File: src/rtl/bfp_exp_align_stream.sv
// Block floating-point exponent alignment: collects up to BEATS beats of LANES exponents,
// finds the block maximum, then replays the block as per-lane shifts (max - exp).
module bfp_exp_align_stream #(
    parameter int LANES     = 16,
    parameter int BEATS     = 8,
    parameter int EXP_WIDTH = 4,
    parameter int SHIFT_MAX = 4
) (
    input  logic                       clk,
    input  logic                       rst_n,
    input  logic                       cfg_sat_en,
    input  logic                       cfg_zero_skip,
    input  logic                       in_valid,
    output logic                       in_ready,
    input  logic [LANES*EXP_WIDTH-1:0] in_exp,
    input  logic                       in_last,
    output logic                       out_valid,
    input  logic                       out_ready,
    output logic [LANES*EXP_WIDTH-1:0] out_shift,
    output logic [EXP_WIDTH-1:0]       out_exp_max,
    output logic                       out_last
);

    localparam int AW = (BEATS > 1) ? $clog2(BEATS) : 1;
    localparam int CW = $clog2(BEATS + 1);
    localparam int EW = EXP_WIDTH;
    localparam int DW = LANES * EXP_WIDTH;
    localparam logic [EW-1:0] SMAX = EW'(SHIFT_MAX);

    typedef enum logic {
        COLLECT = 1'b0,
        DRAIN   = 1'b1
    } state_t;

    state_t        state, state_nxt;
    logic          run;
    logic [CW-1:0] wr_cnt, rd_cnt, n_beats;
    logic [EW-1:0] max_reg;
    logic          sat_q, skip_q;
    logic [DW-1:0] buf_mem [BEATS];

    logic          in_fire, out_fire, close_blk, first_beat, skip_eff;
    logic [EW-1:0] beat_max;
    logic [DW-1:0] rd_row, shift_raw;
    logic [EW-1:0] bm_e;
    logic [EW-1:0] sh_e, sh_d;

    // run holds in_ready low through the reset cycle without a combinational rst_n path
    assign in_ready   = run && (state == COLLECT);
    assign in_fire    = in_valid && in_ready;
    assign out_valid  = (state == DRAIN);
    assign out_last   = out_valid && (rd_cnt == n_beats - CW'(1));
    assign out_fire   = out_valid && out_ready;
    assign first_beat = (wr_cnt == '0);
    assign skip_eff   = first_beat ? cfg_zero_skip : skip_q;
    assign close_blk  = in_fire && (in_last || (wr_cnt == CW'(BEATS - 1)));

    always_comb begin
        beat_max = '0;
        bm_e     = '0;
        for (int i = 0; i < LANES; i++) begin
            bm_e = in_exp[i*EW +: EW];
            if (!(skip_eff && (bm_e == '0)) && (bm_e > beat_max))
                beat_max = bm_e;
        end
    end

    always_comb begin
        state_nxt = state;
        case (state)
            COLLECT: if (close_blk) state_nxt = DRAIN;
            DRAIN:   if (out_fire && out_last) state_nxt = COLLECT;
            default: state_nxt = COLLECT;
        endcase
    end

    always_ff @(posedge clk) begin
        if (!rst_n) state <= COLLECT;
        else        state <= state_nxt;
    end

    always_ff @(posedge clk) begin
        if (!rst_n) begin
            run     <= 1'b0;
            wr_cnt  <= '0;
            rd_cnt  <= '0;
            n_beats <= '0;
            max_reg <= '0;
            sat_q   <= 1'b0;
            skip_q  <= 1'b0;
        end else begin
            run <= 1'b1;
            if (in_fire) begin
                wr_cnt <= wr_cnt + CW'(1);
                if (first_beat) begin
                    sat_q   <= cfg_sat_en;
                    skip_q  <= cfg_zero_skip;
                    max_reg <= beat_max;
                end else if (beat_max > max_reg) begin
                    max_reg <= beat_max;
                end
                if (close_blk) n_beats <= wr_cnt + CW'(1);
            end
            if (out_fire) begin
                if (out_last) begin
                    wr_cnt  <= '0;
                    rd_cnt  <= '0;
                    n_beats <= '0;
                end else begin
                    rd_cnt <= rd_cnt + CW'(1);
                end
            end
        end
    end

    always_ff @(posedge clk) begin
        if (in_fire) buf_mem[wr_cnt[AW-1:0]] <= in_exp;
    end

    assign rd_row = buf_mem[rd_cnt[AW-1:0]];

    // max_reg >= every stored non-skipped exponent, so the subtraction never wraps
    always_comb begin
        shift_raw = '0;
        sh_e      = '0;
        sh_d      = '0;
        for (int i = 0; i < LANES; i++) begin
            sh_e = rd_row[i*EW +: EW];
            sh_d = max_reg - sh_e;
            if (skip_q && (sh_e == '0))
                shift_raw[i*EW +: EW] = SMAX;
            else if (sat_q && (sh_d > SMAX))
                shift_raw[i*EW +: EW] = SMAX;
            else
                shift_raw[i*EW +: EW] = sh_d;
        end
    end

    assign out_shift   = out_valid ? shift_raw : '0;
    assign out_exp_max = out_valid ? max_reg : '0;

endmodule
File: config.mk
export PLATFORM = sky130hd
export DESIGN_NAME = bfp_exp_align_stream
export DESIGN_NICKNAME = d
export VERILOG_FILES = /design/src/rtl/bfp_exp_align_stream.sv
export SDC_FILE = /design/constraint.sdc
export NUM_CORES = 1
export LEC_CHECK = 0
export ABC_AREA = 1
export CAP_MARGIN = 20
export CORE_ASPECT_RATIO = 1.4
export CORE_MARGIN = 3
export CORE_UTILIZATION = 61
export DETAILED_ROUTE_END_ITERATION = 10
export PLACE_DENSITY = 0.83
export SYNTH_ARGS = -nofsm -noshare
export SYNTH_HDL_FRONTEND = slang
export SYNTH_SLANG_ARGS = --single-unit
File: constraint.sdc
create_clock -name clk -period 22.3 [get_ports clk]
set_input_delay 4.46 -clock clk [delete_from_list [all_inputs] [get_ports clk]]
set_output_delay 4.46 -clock clk [all_outputs]
set_load 0.005 [all_outputs]
==> run_1/final_placement.png <==
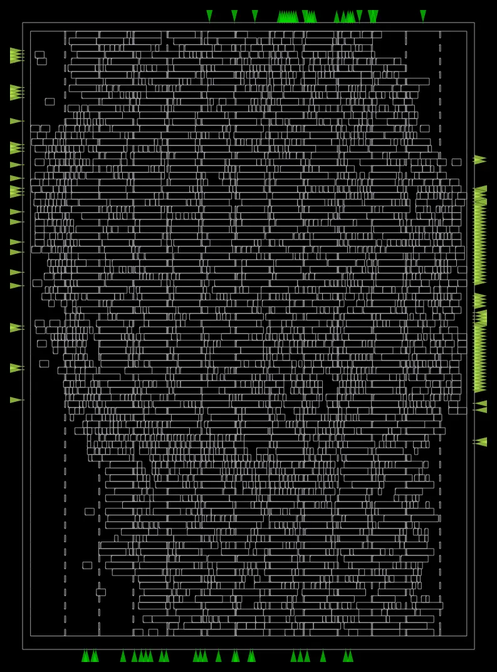
final design utilization: 69.7%
Flops: 535
# Taps: 552

==> run_1/met4.png <==
Bar = 50 µm.
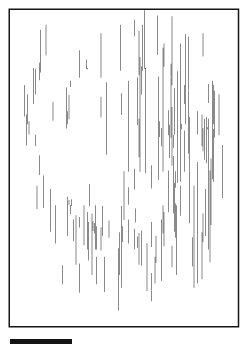
main direction: vertical
share of all routed wire: 6.0%
wire length on this layer: 4,380 µm

==> run_1/gate_families.png <==
Bar = 50 µm.
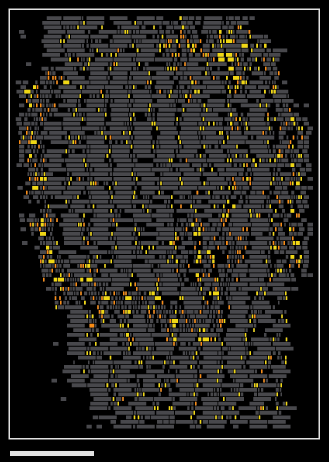
| colour | family | cells | most used | where |
|---|---|---|---|---|
| yellow | NOR gates | 428 | nor2_1 | all over the die |
| orange | inverters | 236 | inv_1 | all over the die |

==> run_1/metal_stack.png <==
Bar = 50 µm.
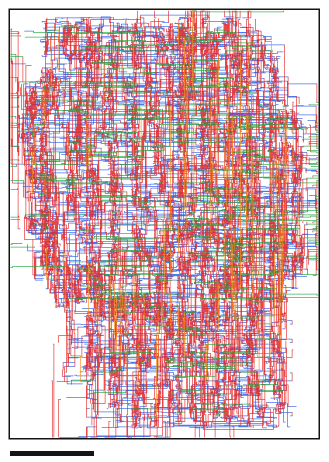
| colour | layer | wire length |
|---|---|---|
| green | met3 | 7,720 µm |
| orange | met4 | 4,380 µm |
| red | met2 | 35.2 mm |
| purple | met5 | 13.8 µm |
| blue | met1 | 25.5 mm |

[run 1: cells by family (layout without fill, tap and decap cells)]
logic type	after synthesis	in the layout	share of synthesized area, %
compound gates	545	545	11.3
xor+xnor	55	55	1.80
fa+ha+maj	106	106	5.41
buf+inv	344	479	4.88
flops	535	535	59.2
other cells	0	1	0
simple gates	1019	1019	17.4
[run 1: per-stage QoR]
step | cells | cell area, µm²
floorplan | 2604 | 26700
global placement | 3210 | 28700
detailed placement | 3210 | 28700
CTS | 3290 | 30100
global route | 3292 | 30200
finish | 3292 | 30200
[run 1: cell type report]
cell class                 instances  area [µm²]
multi-input combinational       1725        9680
clock buffer                      56        1190
inverter                         236         891
fill                            2967       13100
antenna                            1        2.50
timing repair buffer             163        1630
sequential                       535       15800
clock inverter                    24         228
tap                              552         691
[run 1: worst register-to-register path, delay by kind of cell (launching register included)]
kind | cells | cell delay (ps)
flops | 1 | 800
simple gates | 55 | 6340
compound gates | 25 | 3930
fa+ha+maj | 14 | 4730
buf+inv | 23 | 1790
[run 1: final timing paths]
check / from / endpoint / slack [ps] / cells past startpoint
setup / recovery: in_exp[7] / max_reg[2]$_SDFFE_PN0P_ / 1210 / 124
hold / removal: n_beats[2]$_SDFF_PN0_ / n_beats[2]$_SDFF_PN0_ / 540 / 2
setup reg to reg: skip_q$_SDFFE_PN0P_ / max_reg[2]$_SDFFE_PN0P_ / 4590 / 117
hold reg to reg: n_beats[2]$_SDFF_PN0_ / n_beats[2]$_SDFF_PN0_ / 540 / 2
[run 1: what timing repair did]
action,in CTS,in global routing
gates resized,0,21
hold buffers,0,0
setup endpoints to repair,0,4
[run 1: Yosys cell counts (all sizes together), types with 23 or more instances]
library cell | n | area, µm²
nand2 | 407 | 1780
dfxtp | 23 | 460
edfxtp | 512 | 15400
ha | 90 | 1130
o21ai | 324 | 1620
xnor2 | 31 | 272
clkbuf | 98 | 368
o22ai | 114 | 713
nor2 | 366 | 1490
xor2 | 24 | 210
nand3 | 168 | 931
nor3 | 36 | 180
inv | 236 | 886
a21oi | 47 | 235
[run 1: layer usage]
layer	vias up	part of all wire (%)	GRT usage, %
met5	-	0.018	0
met4	2	6.0	18.1
met3	300	11	4.73
met2	1390	48	51.2
met1	9896	35	38.4
li1	9332	-	-
==> impl_metrics.yaml, run 1 <==
# implementation run metrics
status:
  status: "finished clean"
placed_design:
  gp_congestion: 0.962
  place_ws_ps: 434
  place_hpwl_mm: 45.2
  place.port_buffers: 141
logic_synthesis:
  ys.warnings.count: 0
  ys_chip_area_um2: 26700
  yosysUniqueCellTypes: 39
  ys_seq_share_pct: 59.2
  async_flop_share_pct: 0
  ys.flops: 535
  synthesis.nets: 2781
  edf_count: 512
  postSynthCellCount: 2604
  ys_cells: 2604
  ys.flop_type: "edfxtp_1"
  synth_area_um2: 26700
  avgSynthCellArea_um2: 10.3
clocking:
  cts.clk_slew.worst_paths_ps: 70
  clockBufferDepth: 3
  cts-root-buf: "clkbuf_16"
  worstSkewPairLatency_ps: 580
  cts_tree: "built"
  cts_sinks: 535
  htreeDepth: 2
  cts_setup_buffers: 0
  cts_buffers: 46
global_routing:
  antenna_found_initial: 2
  grt_use_total_pct: 30.8
  globalRouteOverflowTotal: 0
  grt_max_degree: 146
  grt_pass1_wl_mm: 110
  first_global_vias: 20300
route:
  final_antenna_net_count: 0
  drt-initial-drc-count: 2734
  first_pass_iters: 9
  wirelength_mm: 72.8
  drc: 0
  vias: 20900
  viasPerCell: 6.35
  wl_per_cell_um: 22.1
finish:
  drive_gt1_share_pct: 7.45
  synthToLayoutAreaGrowth_pct: 12.7
  nets: 2884
  final_common_cell: "edfxtp_1"
  largest_reg_flops: 512
  final_cell_mix: "edfxtp_1, nand2_1, nor2_1"
final_timing:
  relSlewSlack_pct: 21.6
  fmax_mhz: 47.4
  drv_slew: 0
  timing.final.crit_share_pct: 94.6
  finalSetupViolCount: 0
  totalNegativeSetupSlack_ps: 0
  timing.hold.ws_ps: 542
  setup_ws_ps: 1210
  clock_skew_ps: 12.4
  fin_crit_ps: 21090
  worstMarginPinSlew_ps: 1180
  finalHoldViolCount: 0
die:
  dieWidth_um: 183
  core_region_area_um2: 43200
  die_y_um: 254
  num_io_pins: 142
  dieArea_um2: 46400
  fp_util_pct: 61.8
  row_count: 90
worst_setup_path:
  worstPathRequired_ps: 22770
  critPathMaxStageDelay_ps: 400
  startpoint_type: "input port"
  worst-path-buf-inv: 25
  cpMostUsedCell: "nand2_4"
  critPathTopFamily: "adder cells"
  cp_slowest_cell: "clkdlybuf4s50_1"
  worstPathArrival_ps: 21560
  critPathKind: "input port to register"
  cp_max_fo: 11
  crit_path_end_kind: "register"
worst_hold_path:
  hold_path.class: "register to register"
flow_run:
  warning_count: 29
  maxCapViolCount: 0
==> run 2: changes to the inputs <==
--- a/config.mk
+++ b/config.mk
@@ -9,9 +9,9 @@
 export CAP_MARGIN = 20
 export CORE_ASPECT_RATIO = 1.4
 export CORE_MARGIN = 3
-export CORE_UTILIZATION = 61
+export CORE_UTILIZATION = 50
 export DETAILED_ROUTE_END_ITERATION = 10
-export PLACE_DENSITY = 0.83
+export PLACE_DENSITY = 0.7
 export SYNTH_ARGS = -nofsm -noshare
 export SYNTH_HDL_FRONTEND = slang
 export SYNTH_SLANG_ARGS = --single-unit
==> run_2/cell_classes.png <==
Bar = 50 µm. Fill, decap, tap and diode cells in grey.
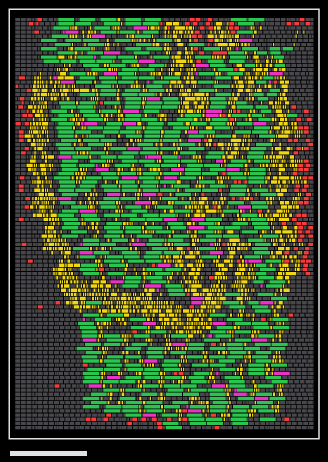
| colour | class | cells | share of their area |
|---|---|---|---|
| red | other buffers and delay cells | 166 | 5.3% |
| green | flops | 535 | 53% |
| yellow | all other logic | 1,961 | 36% |
| magenta | clock drivers and dummy loads | 86 | 5.6% |

==> run_2/met4.png <==
Bar = 50 µm.
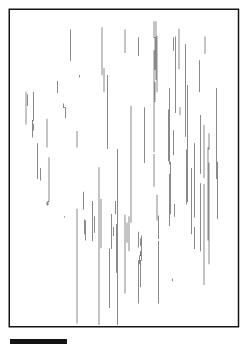
wire length on this layer: 3,220 µm
nets with wire on the layer: 57
main direction: vertical
longest straight run: 156 µm
share of all routed wire: 4.3%

==> impl_metrics.yaml, run 2 <==
# implementation run metrics
status:
  status: "finished clean"
logic_synthesis:
  simple_gate_share_pct: 17.4
  ys.flop_type: "edfxtp_1"
  top_area_share_pct: 57.5
  synthesis.nets: 2781
  yosysUniqueCellTypes: 39
  ys_chip_area_um2: 26700
  top_cells_by_count: "edfxtp_1, nand2_1, nor2_1, o21ai_0, inv_1"
  ys.flops: 535
  mux_share_pct: 0
  synth.most_common_cell: "edfxtp_1"
  adder_share_pct: 5.41
  ys_sh_aoi_pct: 11.3
  avgSynthCellArea_um2: 10.3
  top_area_cell: "edfxtp_1"
  async_flop_share_pct: 0
  edf_count: 512
  synth.logic.top_family: "simple AND/OR/NAND/NOR gates"
  synth-xor-area-share_pct: 1.80
  ys_cells: 2604
  synth_area_um2: 26700
  ys_seq_share_pct: 59.2
  area_leaders: "edfxtp_1, o21ai_0, nand2_1"
  ys.warnings.count: 0
  postSynthCellCount: 2604
worst_setup_path:
  crit_path_end_kind: "register"
  critPathMaxStageDelay_ps: 360
  cp_max_fo: 9
  critPathKind: "input port to register"
  cp_slowest_cell: "ha_1"
  critPathTopFamily: "simple AND/OR/NAND/NOR gates"
  cpMostUsedCell: "nand2_4"
  startpoint_type: "input port"
  worst-path-buf-inv: 22
  worstPathArrival_ps: 21230
  worstPathRequired_ps: 22780
global_routing:
  antenna_found_initial: 4
  first_global_vias: 20000
  met3_usage_pct: 3.88
  grt_busiest_layer: "met2"
  grt_max_degree: 83
  use_met1_pct: 32.6
  globalRouteOverflowTotal: 0
  grt_pass1_wl_mm: 114
  grtUsageMet2_pct: 44.5
  grt_use_total_pct: 26.0
final_timing:
  finalHoldViolCount: 0
  timing.final.crit_share_pct: 93.1
  relSlewSlack_pct: 28.6
  fin_crit_ps: 20750
  setup_ws_ps: 1550
  fmax_mhz: 48.2
  worstMarginPinSlew_ps: 1070
  rsz0062_at_grt: "no"
  totalNegativeSetupSlack_ps: 0
  drv_slew: 0
  clock_skew_ps: 24.3
  finalSetupViolCount: 0
clocking:
  cts_buffers: 48
  cts_tree: "built"
  ctsHoldBuffers: 0
  worstSkewPairLatency_ps: 590
  cts-root-buf: "clkbuf_16"
  post_cts_resized: 0
  cts_sinks: 535
  cts_setup_buffers: 0
  clockBufferDepth: 3
  cts.clk_slew.worst_paths_ps: 70
  htreeDepth: 2
finish:
  mi_logic_area_um2: 9660
  fin_area_um2: 30600
  nets: 2889
  largest_reg_flops: 512
  regArea_um2: 15800
  synthToLayoutAreaGrowth_pct: 14.2
  final_cell_mix: "edfxtp_1, nand2_1, nor2_1"
  drive_gt1_share_pct: 8.15
  final_common_cell: "edfxtp_1"
  n_fill_cell: 4342
route:
  wirelength_mm: 75.0
  wl_per_cell_um: 21.7
  first_pass_iters: 6
  final_antenna_net_count: 0
  drc: 0
  drt-initial-drc-count: 2123
  vias: 20400
  viasPerCell: 5.90
placed_design:
  place.port_buffers: 141
  place_hpwl_mm: 47.0
  place_area_um2: 28900
  gp_congestion: 0.895
  place_ws_ps: 612
die:
  num_io_pins: 142
  dieArea_um2: 56300
  die_y_um: 280
  dieWidth_um: 201
  fp_util_pct: 50.9
flow_run:
  maxCapViolCount: 0
  warning_count: 27
worst_hold_path:
  hold_path.class: "register to register"
==> run_2/final_placement.png <==
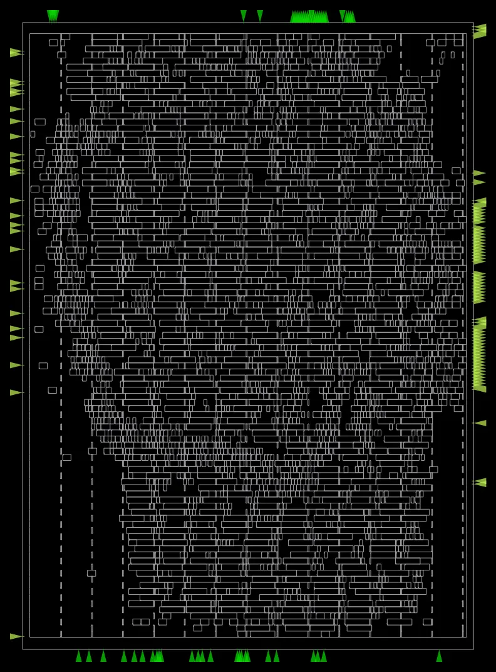
Core Area: 52,500 µm²
flop share of the area: 51.9%
Site Rows: 99
final design utilization: 58.2%

-- run 2: netlist changes by cell type in the layout (fill, tap and decap cells not counted), moves of 3 or more --
cell | before | now
bufinv_16 | 3 | 9
clkbuf_1 | 10 | 5
o21ai_1 | 9 | 5
dlymetal6s2s_1 | 7 | 1
clkinv_1 | 10 | 7
clkinv_2 | 7 | 11
o21ai_0 | 315 | 319
buf_4 | 20 | 24
clkbuf_2 | 0 | 7
-- run 2: per-stage QoR --
stage / util [%] / hold slack, ps / instances
floorplan: - / 488 / 2604
global placement: 55.0 / 519 / 3368
detailed placement: 55.0 / 525 / 3368
CTS: 58.2 / 538 / 3454
global route: 58.2 / 568 / 3458
finish: 58.2 / 534 / 3458
-- run 2: tightest hold or removal path, cell delays in order, from the launching register on --
cell and delay [ps]:
dfxtp_1 330, nor2_1 110, a211oi_1 50
-- run 2: worst paths after layout --
path	depth (start not counted)	endpoint	start	slack, ps
worst max register to register	115	max_reg[1]$_SDFFE_PN0P_	skip_q$_SDFFE_PN0P_	4930
worst min register to register	2	n_beats[0]$_SDFF_PN0_	n_beats[0]$_SDFF_PN0_	530
worst max-delay path	121	max_reg[1]$_SDFFE_PN0P_	in_exp[3]	1550
worst min-delay path	2	n_beats[0]$_SDFF_PN0_	n_beats[0]$_SDFF_PN0_	530
-- run 2: logic make-up after synthesis --
family,Yosys count
buf+inv,344
xor+xnor,55
simple gates,1019
compound gates,545
flops,535
fa+ha+maj,106
-- run 2: final cells by class --
cell class / count / share of cell area, %
diodes: 3 / 0.0246
clock buffers: 54 / 4.04
clock inverters: 32 / 1.45
inverters: 236 / 2.92
multi-input cells: 1725 / 31.6
flip-flops and latches: 535 / 51.9
well taps: 707 / 2.90
repair buffers: 166 / 5.19
-- run 2: per-layer routing --
layer | vias to the layer above | share of wire (%) | wire length, µm
li1 | 9366 | - | -
met2 | 953 | 49 | 36600
met3 | 189 | 8.5 | 6370
met4 | 2 | 4.3 | 3220
met5 | - | 0.017 | 13
met1 | 9909 | 38 | 28800
